==> run_1/m3.png <==
Drawn at 4 px/micron.
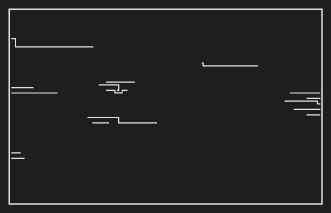
==> run_1/gates.png <==
Drawn at 8 px/micron.
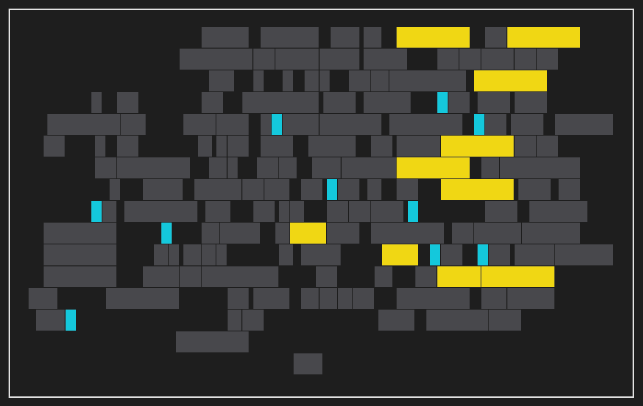
==> run_1/sizing.png <==
Drawn at 8 px/micron.
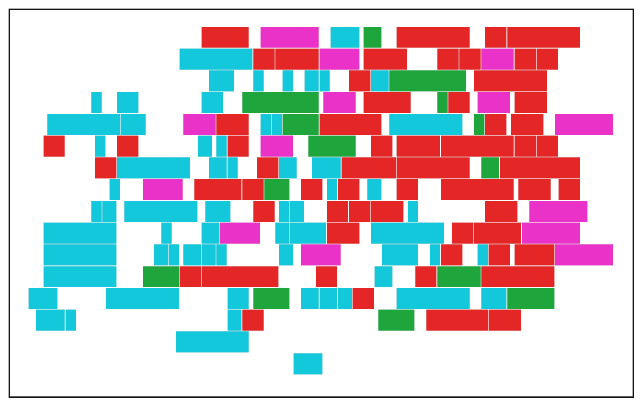
==> run_1/m2.png <==
Drawn at 4 px/micron. Cells faint in the background.
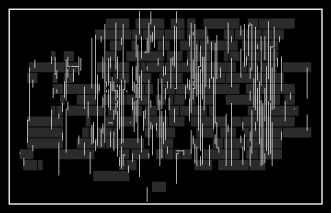
<file path="src/rtl/traffic_light_ctrl.sv">
// Single signal-head sequencer: RED -> GREEN -> YELLOW -> RED, timed in tick strobes,
// with a latched pedestrian request, flashing-yellow maintenance mode and remaining-time readout.
module traffic_light_ctrl #(
  parameter int RED_LEN    = 10,
  parameter int GREEN_LEN  = 10,
  parameter int YELLOW_LEN = 2,
  parameter int MIN_GREEN  = 4,
  parameter int CNT_W      = 5
) (
  input  logic             clk,
  input  logic             reset,
  input  logic             tick,
  input  logic             btn,
  input  logic             flash_en,
  output logic [1:0]       lights,
  output logic             walk,
  output logic             ped_pending,
  output logic [CNT_W-1:0] remaining
);

  typedef enum logic [1:0] {
    S_RED    = 2'd0,
    S_GREEN  = 2'd1,
    S_YELLOW = 2'd2,
    S_FLASH  = 2'd3
  } state_t;

  localparam logic [1:0] LIGHTS_OFF    = 2'b00;
  localparam logic [1:0] LIGHTS_RED    = 2'b01;
  localparam logic [1:0] LIGHTS_GREEN  = 2'b10;
  localparam logic [1:0] LIGHTS_YELLOW = 2'b11;

  localparam int MAX_LEN = (RED_LEN > GREEN_LEN) ?
                           ((RED_LEN > YELLOW_LEN) ? RED_LEN : YELLOW_LEN) :
                           ((GREEN_LEN > YELLOW_LEN) ? GREEN_LEN : YELLOW_LEN);

  if (RED_LEN < 1 || GREEN_LEN < 1 || YELLOW_LEN < 1 ||
      MIN_GREEN < 1 || MIN_GREEN > GREEN_LEN ||
      CNT_W < 1 || CNT_W > 30 || (MAX_LEN - 1) >= (1 << CNT_W)) begin : g_param_check
    $error("traffic_light_ctrl: illegal parameter configuration");
  end

  localparam logic [CNT_W-1:0] RED_LAST    = CNT_W'(RED_LEN - 1);
  localparam logic [CNT_W-1:0] GREEN_LAST  = CNT_W'(GREEN_LEN - 1);
  localparam logic [CNT_W-1:0] YELLOW_LAST = CNT_W'(YELLOW_LEN - 1);
  localparam logic [CNT_W-1:0] MIN_LAST    = CNT_W'(MIN_GREEN - 1);
  localparam logic [CNT_W-1:0] TIMER_ONE   = CNT_W'(1);

  state_t           state_reg, state_next;
  logic [CNT_W-1:0] timer_reg, timer_next;
  logic [1:0]       lights_reg, lights_next;
  logic             walk_reg, walk_next;
  logic             pending_reg, pending_next;
  logic [1:0]       sync_reg;
  logic             btn_prev_reg;
  logic             btn_edge;
  logic [CNT_W-1:0] phase_last;
  logic             enter_red;

  // Two-flop synchroniser plus one history flop for rising-edge detection.
  always_ff @(posedge clk or posedge reset) begin
    if (reset) begin
      sync_reg     <= 2'b00;
      btn_prev_reg <= 1'b0;
    end else begin
      sync_reg     <= {sync_reg[0], btn};
      btn_prev_reg <= sync_reg[1];
    end
  end

  assign btn_edge = sync_reg[1] & ~btn_prev_reg;

  always_ff @(posedge clk or posedge reset) begin
    if (reset) begin
      state_reg   <= S_RED;
      timer_reg   <= '0;
      lights_reg  <= LIGHTS_RED;
      walk_reg    <= 1'b0;
      pending_reg <= 1'b0;
    end else begin
      state_reg   <= state_next;
      timer_reg   <= timer_next;
      lights_reg  <= lights_next;
      walk_reg    <= walk_next;
      pending_reg <= pending_next;
    end
  end

  always_comb begin
    phase_last = '0;
    case (state_reg)
      S_RED:    phase_last = RED_LAST;
      S_GREEN:  phase_last = GREEN_LAST;
      S_YELLOW: phase_last = YELLOW_LAST;
      default:  phase_last = '0;
    endcase
  end

  always_comb begin
    state_next   = state_reg;
    timer_next   = timer_reg;
    lights_next  = lights_reg;
    walk_next    = walk_reg;
    pending_next = pending_reg | btn_edge;
    enter_red    = 1'b0;

    if (tick) begin
      if (flash_en) begin
        state_next  = S_FLASH;
        timer_next  = '0;
        walk_next   = 1'b0;
        lights_next = (state_reg == S_FLASH && lights_reg == LIGHTS_YELLOW) ?
                      LIGHTS_OFF : LIGHTS_YELLOW;
      end else begin
        case (state_reg)
          S_RED: begin
            if (timer_reg == RED_LAST) begin
              state_next  = S_GREEN;
              timer_next  = '0;
              lights_next = LIGHTS_GREEN;
              walk_next   = 1'b0;
            end else begin
              timer_next = timer_reg + TIMER_ONE;
            end
          end
          S_GREEN: begin
            // The registered request decides shortening, so a request latched this cycle waits a tick.
            if (timer_reg == GREEN_LAST || (pending_reg && timer_reg >= MIN_LAST)) begin
              state_next  = S_YELLOW;
              timer_next  = '0;
              lights_next = LIGHTS_YELLOW;
            end else begin
              timer_next = timer_reg + TIMER_ONE;
            end
          end
          S_YELLOW: begin
            if (timer_reg == YELLOW_LAST) begin
              enter_red = 1'b1;
            end else begin
              timer_next = timer_reg + TIMER_ONE;
            end
          end
          default: begin
            enter_red = 1'b1;
          end
        endcase
      end

      // Serving the old request on RED entry; a fresh edge this cycle stays pending for the next RED.
      if (enter_red) begin
        state_next   = S_RED;
        timer_next   = '0;
        lights_next  = LIGHTS_RED;
        walk_next    = pending_reg;
        pending_next = btn_edge;
      end
    end
  end

  assign lights      = lights_reg;
  assign walk        = walk_reg;
  assign ped_pending = pending_reg;
  assign remaining   = (state_reg == S_FLASH) ? '0 : (phase_last - timer_reg);

endmodule

</file>
<file path="config.mk">
export PLATFORM = sky130hd
export DESIGN_NAME = traffic_light_ctrl
export DESIGN_NICKNAME = d
export VERILOG_FILES = /design/src/rtl/traffic_light_ctrl.sv
export SDC_FILE = /design/constraint.sdc
export NUM_CORES = 1
export LEC_CHECK = 0
export ABC_CLOCK_PERIOD_IN_PS = 1700
export CORE_ASPECT_RATIO = 0.6
export CORE_MARGIN = 2
export CORE_UTILIZATION = 30
export DETAILED_ROUTE_END_ITERATION = 10
export PLACE_DENSITY_LB_ADDON = 0.25
export SYNTH_ARGS = -nofsm -noshare
export SYNTH_HDL_FRONTEND = slang
export SYNTH_SLANG_ARGS = --single-unit
</file>
<file path="constraint.sdc">
create_clock -name clk -period 1.7 [get_ports clk]
set_input_delay 0.34 -clock clk [delete_from_list [all_inputs] [get_ports clk]]
set_output_delay 0.34 -clock clk [all_outputs]
set_load 0.05 [all_outputs]
</file>
==> results.yml, run 1 <==
# synthesis and place-and-route metrics
placement:
  dpl_cell_area_sq_mm: 0.00142
  detailedPlace.worstSlack_ns: -0.418
  port-buffer-count: 13
  numPlacedInstances: 186
critical_path:
  timing.rr.start: "state_reg[1]"
  path_max_fanout: 3
  worst-path-buf-inv: 2
  crit_path_cell_trace: "inv_2, ha_4, nor2_4, nor2_2, ha_4, a31oi_4, xnor2_2, nor2_4, buf_12"
  critPathLaunchType: "flop"
  endpoint_kind: "output pin"
  ff2ff_setup_slack_ns: -0.33
  critPathCapture: "remaining[4]"
  crit_cells: 9
  setup.worst_path.start: "state_reg[1]"
  highest_delay_cell_along_the_critical_path: "dfrtp_1"
  reg2reg_depth: 9
  cp_top_family: "adder cells"
routing:
  drt_pass1_iterations: 4
  wl_per_cell_microns: 14.5
  ant_nets: 0
  wl_met1_mm: 1.41
  met3_wirelength_microns: 129
  post_drt_via_cell_ratio: 4.81
  top_signal_layer_used: "met4"
  drt_iter0_markers: 26
global_routing:
  grt_use_total_pct: 16.0
  grtUsageMet3_pct: 4.07
  grt-busiest-layer: "met2"
  global_route_wire_length_before_repair_mm: 4.42
  globalRouteOverflowTotal: 0
  grt_antenna_before_repair: 0
  use_met1_pct: 22.1
  largest_net_degree_at_the_start_of_global_routing: 15
die:
  std_cell_rows: 16
  die.size.y_microns: 48.3
  chip_area_sq_mm: 0.00376
  initial_core_util_pct: 30.8
  die_width_microns: 77.8
  core_region_area_sq_mm: 0.00318
  floorplan.tapcells: 45
sta:
  clock-skew-final_ns: 0.00794
  timing.final.crit_share_pct: 131
  finalMaxSlewViolations: 0
  report.final.hold_viol_count: 0
  setup_viol: 16
  slew-limit-headroom_pct: 61.9
  timing.final.ws_setup_ns: -0.531
  fmax_ghz: 0.448
  final.min_clock_period_ns: 2.23
  finalSetupTns_ns: -3.66
job:
  number_of_violations_of_the_max_capacitance_limit: 0
  warning_count: 34
clock_network:
  holdBufCountCts: 0
  cts_setup_buffers: 7
  cts.repair.resized: 29
  cts-root-to-sink-buffers: 2
  cts_tree: "yes"
  cts-htree-levels: 1
  insertion_delay_at_the_late_pin_of_the_worst_skew_pair_ns: 0.25
  clock_sink_count: 14
  cts_buffers: 3
  cts-root-buf: "clkbuf_8"
  clk_pin_slew_ns: 0.07
layout:
  inv_count: 10
  multi_input_comb_area_sq_um: 866
  finalNetCount: 170
  final-instance-count-excl-fill: 199
  finalInstanceArea_sq_mm: 0.00181
  final_core_utilization_pct: 56.9
  numSequentialCells: 14
  clk_share_pct: 3.04
  logic_gates: 79
  clock_buffers: 4
  most_common_cell_after_layout_fill_and_taps_aside: "buf_4"
  layout_top_cells: "33 x buf_4, 12 x dfrtp_1, 9 x nand2_1"
  insertedDiodeCount: 0
  num-fill-cells: 261
  dominant_kind_of_cell: "combinational gates"
  sh_seq_area_pct: 19.5
  post_route_cells_drive_above_1_share_pct: 57.8
  area.sequential_sq_um: 353
power:
  sequentialPowerShare_pct: 14.2
  clock_power_share_pct: 8.7
  max-vdd-ir-drop_v: 0.00102
  power_leader: "combinational logic"
  comb_power_mw: 2.96
  power.clock.total_mw: 0.333
  leakagePower_nw: 0.757
  power_switching_mw: 1.72
  power.share.combinational_pct: 77.1
  pwr.group.sequential_mw: 0.547
logic_synthesis:
  synthArstFlopShare_pct: 100
  xor_share_pct: 2.68
  synthesis.instances: 105
  ys_area_sq_um: 981
  synth.top_cells.by_count: "13 x dfrtp_1, 10 x ha_1, 10 x inv_1, 10 x nand2_1, 10 x nor2_1"
  netlist.top_cell.by_instances: "dfrtp_1"
  synth_cell_types: 36
  synth_warnings: 0
  yosys_most_used_dff: "dfrtp_1"
  main_area_contributors: "dfrtp_1 33%, ha_1 13%, inv_1 3.8%, nand2_1 3.8%, nand2b_1 3.8%"
  synth.yosys.seq_area_share_pct: 35.8
  enable_flop_cells: 0
  syn_nets: 120
  post_synth_mux_area_share_pct: 3.44
  syn-mean-instance-area_sq_um: 9.34
  synthDominantCellAreaShare_pct: 33.2
  yosys-stat-cells: 105
  synthTopLogicFamily: "simple AND/OR/NAND/NOR gates"
  synth.largest_area_cell: "dfrtp_1"
  post_synth_and_or_nand_nor_area_fraction_pct: 22.3
worst_hold_path:
  whs_path_depth: 0
  hold_sp: "sync_reg[0]"
  hold-path-endpoint: "sync_reg[1]"
  min-delay-path-class: "reg2reg"
run_status:
  violations_in_the_final_reports: "negative setup slack"
  outcome: "complete, but fails checks"
About m3.png:
main direction = horizontal
wire length on this layer = 130 microns
share of all routed wire = 4.5%
nets with wire on the layer = 15
longest straight run = 19.3 microns

About gates.png:
yellow -> fa/ha/maj cells  # cells 10, most used ha_4
cyan -> inv cells  # cells 10, most used inv_1

About sizing.png:
magenta -> x6 and larger  # cells 14
green -> x2  # cells 14
cyan -> x1 and smaller  # cells 65
red -> x3 and x4  # cells 61
post-layout worst setup margin: -0.531 ns
bufs w/o clock: 47
area overhead of the layout relative to synthesis: 84.7%

About m2.png:
longest straight run = 29.6 microns
share of all routed wire = 46%
nets with wire on the layer = 146
main direction = vertical
global-route track usage on met2: 25.2%
overall routed net length: 2.88 mm
via count: 958

## Run 2: what changed since run 1
- ABC_CLOCK_PERIOD_IN_PS: 1700 -> 1850
- clock period: 1.7 -> 1.85 ns (I/O delays scaled with it)
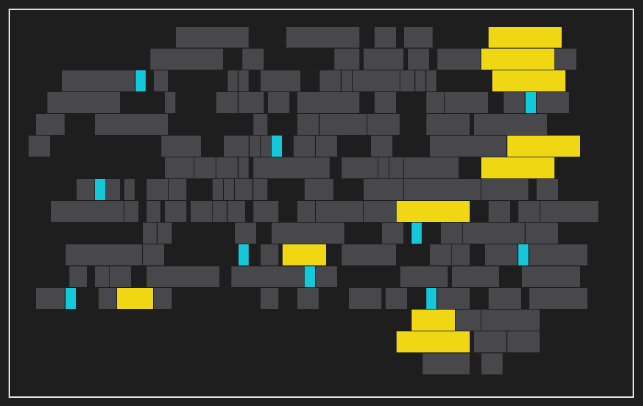
(run_2/gates.png)
Drawn at 8 px/micron.
yellow -> fa/ha/maj cells  # cells 10, most used ha_4
cyan -> inv cells  # cells 10, most used inv_1

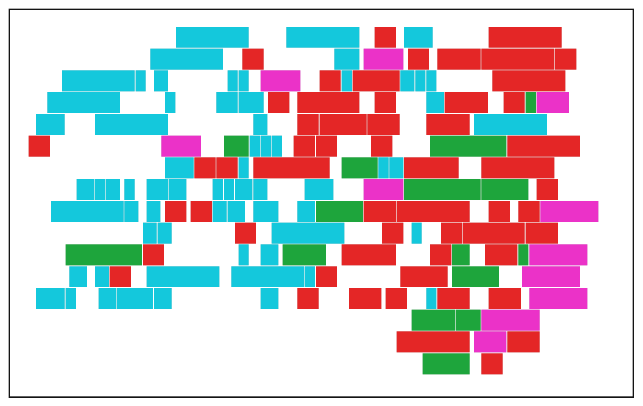
(run_2/sizing.png)
Drawn at 8 px/micron.
cyan -> x1 and smaller  # cells 66
green -> x2  # cells 15
red -> x3 and x4  # cells 56
magenta -> x6 and larger  # cells 11
area overhead of the layout relative to synthesis: 76.3%
post-layout worst setup margin: -0.434 ns
bufs w/o clock: 41
area of all placed cells without fillers: 0.00173 sq mm

==> run 2 against run 1 <==
The flow still finishes with violations (negative setup slack); utilization shrank 2.6 points; critical endpoint unchanged; synthesized cell count unchanged; cell count shrank 3.0%; via count decreased by 6.3%; die area stayed put; flip-flop count stayed put; clock power decreased by 7.8%; hold slack gained 0.0019 ns; total power decreased by 11%; synthesized area unchanged; clock-buffer cell count did not move; sequential share of layout area rose by 1.0 points.
==> results.yml, run 2 <==
# synthesis and place-and-route metrics
run_status:
  outcome: "complete, but fails checks"
  violations_in_the_final_reports: "negative setup slack"
sta:
  finalSetupTns_ns: -1.77
  timing.final.ws_setup_ns: -0.434
  clock-skew-final_ns: 0.00540
  timing.final.crit_share_pct: 123
  setup_viol: 7
  report.final.hold_viol_count: 0
  slew-limit-headroom_pct: 63.4
  fmax_ghz: 0.438
global_routing:
  grt.met2_usage_pct: 24.5
  largest_net_degree_at_the_start_of_global_routing: 15
  grt_antenna_before_repair: 0
  grt_use_total_pct: 15.5
  globalRouteOverflowTotal: 0
layout:
  logic_gates: 79
  final_core_utilization_pct: 54.3
  insertedDiodeCount: 0
  inv_count: 10
  final-instance-count-excl-fill: 193
  most_common_cell_after_layout_fill_and_taps_aside: "buf_4"
  clock_buffers: 4
  multi_input_comb_area_sq_um: 838
  layout_top_cells: "30 x buf_4, 11 x dfrtp_1, 9 x nand2_1"
critical_path:
  critPathLaunchType: "flop"
  endpoint_kind: "output pin"
  highest_delay_cell_along_the_critical_path: "dfrtp_2"
  setup.worst_path.start: "state_reg[0]"
  ff2ff_setup_slack_ns: -0.13
  timing.rr.start: "state_reg[0]"
  crit_path_cell_trace: "inv_2, ha_4, nor2_4, nor2_2, ha_4, a31oi_4, xnor2_2, nor2_4, buf_12"
routing:
  met3_wirelength_microns: 137
  routed_wl_mm: 2.74
  post_drt_via_cell_ratio: 4.65
  detailroute.via_count: 898
  drt_pass1_iterations: 4
  wl_per_cell_microns: 14.2
  drt_iter0_markers: 43
  top_signal_layer_used: "met3"
logic_synthesis:
  synth.yosys.seq_area_share_pct: 35.8
  yosys-stat-cells: 105
  post_synth_and_or_nand_nor_area_fraction_pct: 22.3
  synth_cell_types: 36
  netlist.top_cell.by_instances: "dfrtp_1"
  synthDominantCellAreaShare_pct: 33.2
  ys_area_sq_um: 981
  synthTopLogicFamily: "simple AND/OR/NAND/NOR gates"
  post_synth_mux_area_share_pct: 3.44
  synthesis.instances: 105
  enable_flop_cells: 0
  syn-mean-instance-area_sq_um: 9.34
  yosys_most_used_dff: "dfrtp_1"
  synthArstFlopShare_pct: 100
  synth.top_cells.by_count: "13 x dfrtp_1, 10 x ha_1, 10 x inv_1, 10 x nand2_1, 10 x nor2_1"
power:
  comb_power_mw: 2.61
  pwr.group.sequential_mw: 0.499
  power_leader: "combinational logic"
  max-vdd-ir-drop_v: 0.00123
  leakagePower_nw: 0.715
  sequentialPowerShare_pct: 14.6
job:
  warning_count: 34
clock_network:
  cts_tree: "yes"
  clock_sink_count: 14
  holdBufCountCts: 0
  insertion_delay_at_the_late_pin_of_the_worst_skew_pair_ns: 0.25
  clk_pin_slew_ns: 0.06
  cts_buffers: 3
die:
  core_region_area_sq_mm: 0.00318
  floorplan.tapcells: 45
  chip_area_sq_mm: 0.00376
  initial_core_util_pct: 30.8
  die_width_microns: 77.8
  std_cell_rows: 16
placement:
  port-buffer-count: 13
  detailedPlace.worstSlack_ns: -0.275
  dpl_cell_area_sq_mm: 0.00141
worst_hold_path:
  hold_sp: "sync_reg[0]"
  min-delay-path-class: "reg2reg"
## Run 3: what changed since run 2
--- a/config.mk
+++ b/config.mk
@@ -7,3 +7,3 @@
 export LEC_CHECK = 0
-export ABC_CLOCK_PERIOD_IN_PS = 1850
+export ABC_CLOCK_PERIOD_IN_PS = 2800
 export CORE_ASPECT_RATIO = 0.6
@@ -11,2 +11,3 @@
 export CORE_UTILIZATION = 30
+export CTS_BUF_LIST = sky130_fd_sc_hd__clkbuf_4 sky130_fd_sc_hd__clkbuf_8
 export DETAILED_ROUTE_END_ITERATION = 10
==> constraint.sdc (replaced) <==
create_clock -name clk -period 2.8 [get_ports clk]
set_input_delay 0.7 -clock clk [delete_from_list [all_inputs] [get_ports clk]]
set_output_delay 0.7 -clock clk [all_outputs]
set_load 0.05 [all_outputs]
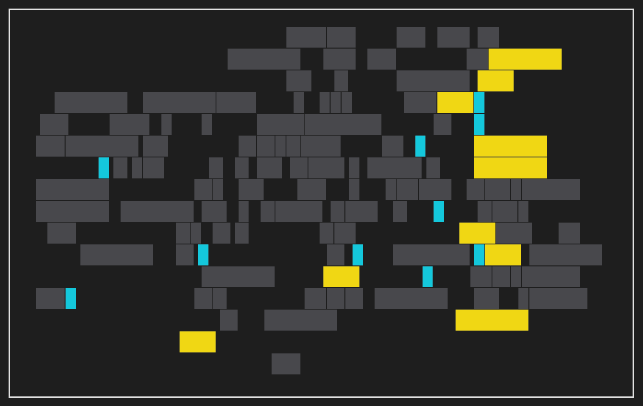
(run_3/gates.png)
Drawn at 8 px/micron.
cyan -> inv cells  # cells 10, most used inv_1
yellow -> fa/ha/maj cells  # cells 10, most used ha_1

==> run 3 against run 2 <==
The run now ends clean; non-clock buffer count is 24 lower; register-to-register slack better by 0.78 ns; global-route usage is 2.4 points lower; synthesized area stayed put; hold slack better by 0.0034 ns; synthesized cell count stayed put; highest routed layer unchanged.
==> results.yml, run 3 <==
# synthesis and place-and-route metrics
run_status:
  outcome: "completed"
critical_path:
  crit_path_cell_trace: "ha_4, nor2_4, nor2_2, ha_1, a31oi_2, xnor2_1, nor2_1, clkbuf_16"
  highest_delay_cell_along_the_critical_path: "dfrtp_2"
  critPathLaunchType: "flop"
  endpoint_kind: "output pin"
  timing.rr.start: "timer_reg[1]"
  setup.worst_path.start: "state_reg[0]"
  ff2ff_setup_slack_ns: 0.65
  crit_arrival_ns: 2.01
  slowest_delay_ns: 0.45
clock_network:
  cts_tree: "yes"
  insertion_delay_at_the_late_pin_of_the_worst_skew_pair_ns: 0.25
  cts_buffers: 3
  holdBufCountCts: 0
  clk_pin_slew_ns: 0.06
  clock_sink_count: 14
  cts_setup_buffers: 2
logic_synthesis:
  netlist.top_cell.by_instances: "dfrtp_1"
  synthArstFlopShare_pct: 100
  ys_area_sq_um: 981
  synthesis.instances: 105
  synth.yosys.seq_area_share_pct: 35.8
  yosys-stat-cells: 105
  synthTopLogicFamily: "simple AND/OR/NAND/NOR gates"
  yosys_most_used_dff: "dfrtp_1"
  synthDominantCellAreaShare_pct: 33.2
  post_synth_and_or_nand_nor_area_fraction_pct: 22.3
  enable_flop_cells: 0
  post_synth_mux_area_share_pct: 3.44
  syn-mean-instance-area_sq_um: 9.34
  synth_cell_types: 36
  synth.top_cells.by_count: "13 x dfrtp_1, 10 x ha_1, 10 x inv_1, 10 x nand2_1, 10 x nor2_1"
  synth.largest_area_cell: "dfrtp_1"
power:
  max-vdd-ir-drop_v: 0.000710
  leakagePower_nw: 0.542
  power_leader: "combinational logic"
  comb_power_mw: 1.13
  power.total_mw: 1.66
  pwr.group.sequential_mw: 0.326
  sequentialPowerShare_pct: 19.7
  power.share.switching_pct: 46.9
layout:
  final_core_utilization_pct: 42.3
  inv_count: 10
  logic_gates: 79
  layout_top_cells: "12 x dfrtp_1, 10 x nand2_1, 8 x nor2_1, 8 x inv_1, 8 x clkdlybuf4s50_1"
  insertedDiodeCount: 0
  multi_input_comb_area_sq_um: 643
  final-instance-count-excl-fill: 169
  most_common_cell_after_layout_fill_and_taps_aside: "dfrtp_1"
  clock_buffers: 4
  non_clock_buffering_overhead_in_the_final_layout_pct: 15.0
  finalInstanceArea_sq_mm: 0.00135
  syn2layout_area_growth_pct: 37.4
  dominant_kind_of_cell: "combinational gates"
  num-nonclk-buffers: 17
sta:
  fmax_ghz: 0.369
  report.final.hold_viol_count: 0
  slew-limit-headroom_pct: 62.0
  timing.final.ws_setup_ns: 0.0933
  setup_viol: 0
  finalMaxSlewViolations: 0
  clock-skew-final_ns: 0.00366
  finalSetupTns_ns: 0
  timing.final.crit_share_pct: 96.7
routing:
  met3_wirelength_microns: 120
  drt_pass1_iterations: 4
  drt_iter0_markers: 58
  top_signal_layer_used: "met3"
  post_drt_via_cell_ratio: 4.69
  wl_per_cell_microns: 13.7
placement:
  detailedPlace.worstSlack_ns: 0.221
  gp_congestion: 0.875
  port-buffer-count: 13
  dpl_cell_area_sq_mm: 0.00120
global_routing:
  globalRouteOverflowTotal: 0
  grt_antenna_before_repair: 0
  largest_net_degree_at_the_start_of_global_routing: 15
  first_global_vias: 713
  grt_use_total_pct: 13.1
worst_hold_path:
  hold_sp: "sync_reg[0]"
  min-delay-path-class: "reg2reg"
die:
  floorplan.tapcells: 45
  core_region_area_sq_mm: 0.00318
  std_cell_rows: 16
  chip_area_sq_mm: 0.00376
  die_width_microns: 77.8
  initial_core_util_pct: 30.8
job:
  warning_count: 31
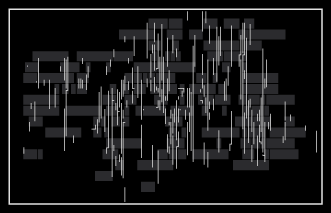
(run_3/m2.png)
Drawn at 4 px/micron. Cells faint in the background.
main direction = vertical
longest straight run = 28.9 microns
wire length on this layer = 895 microns
share of all routed wire = 39%
nets with wire on the layer = 107
via count: 793
global-route track usage on met2: 19.5%
overall routed net length: 2.32 mm

Power figures rest on the tool's default switching activity, not on a simulated workload.
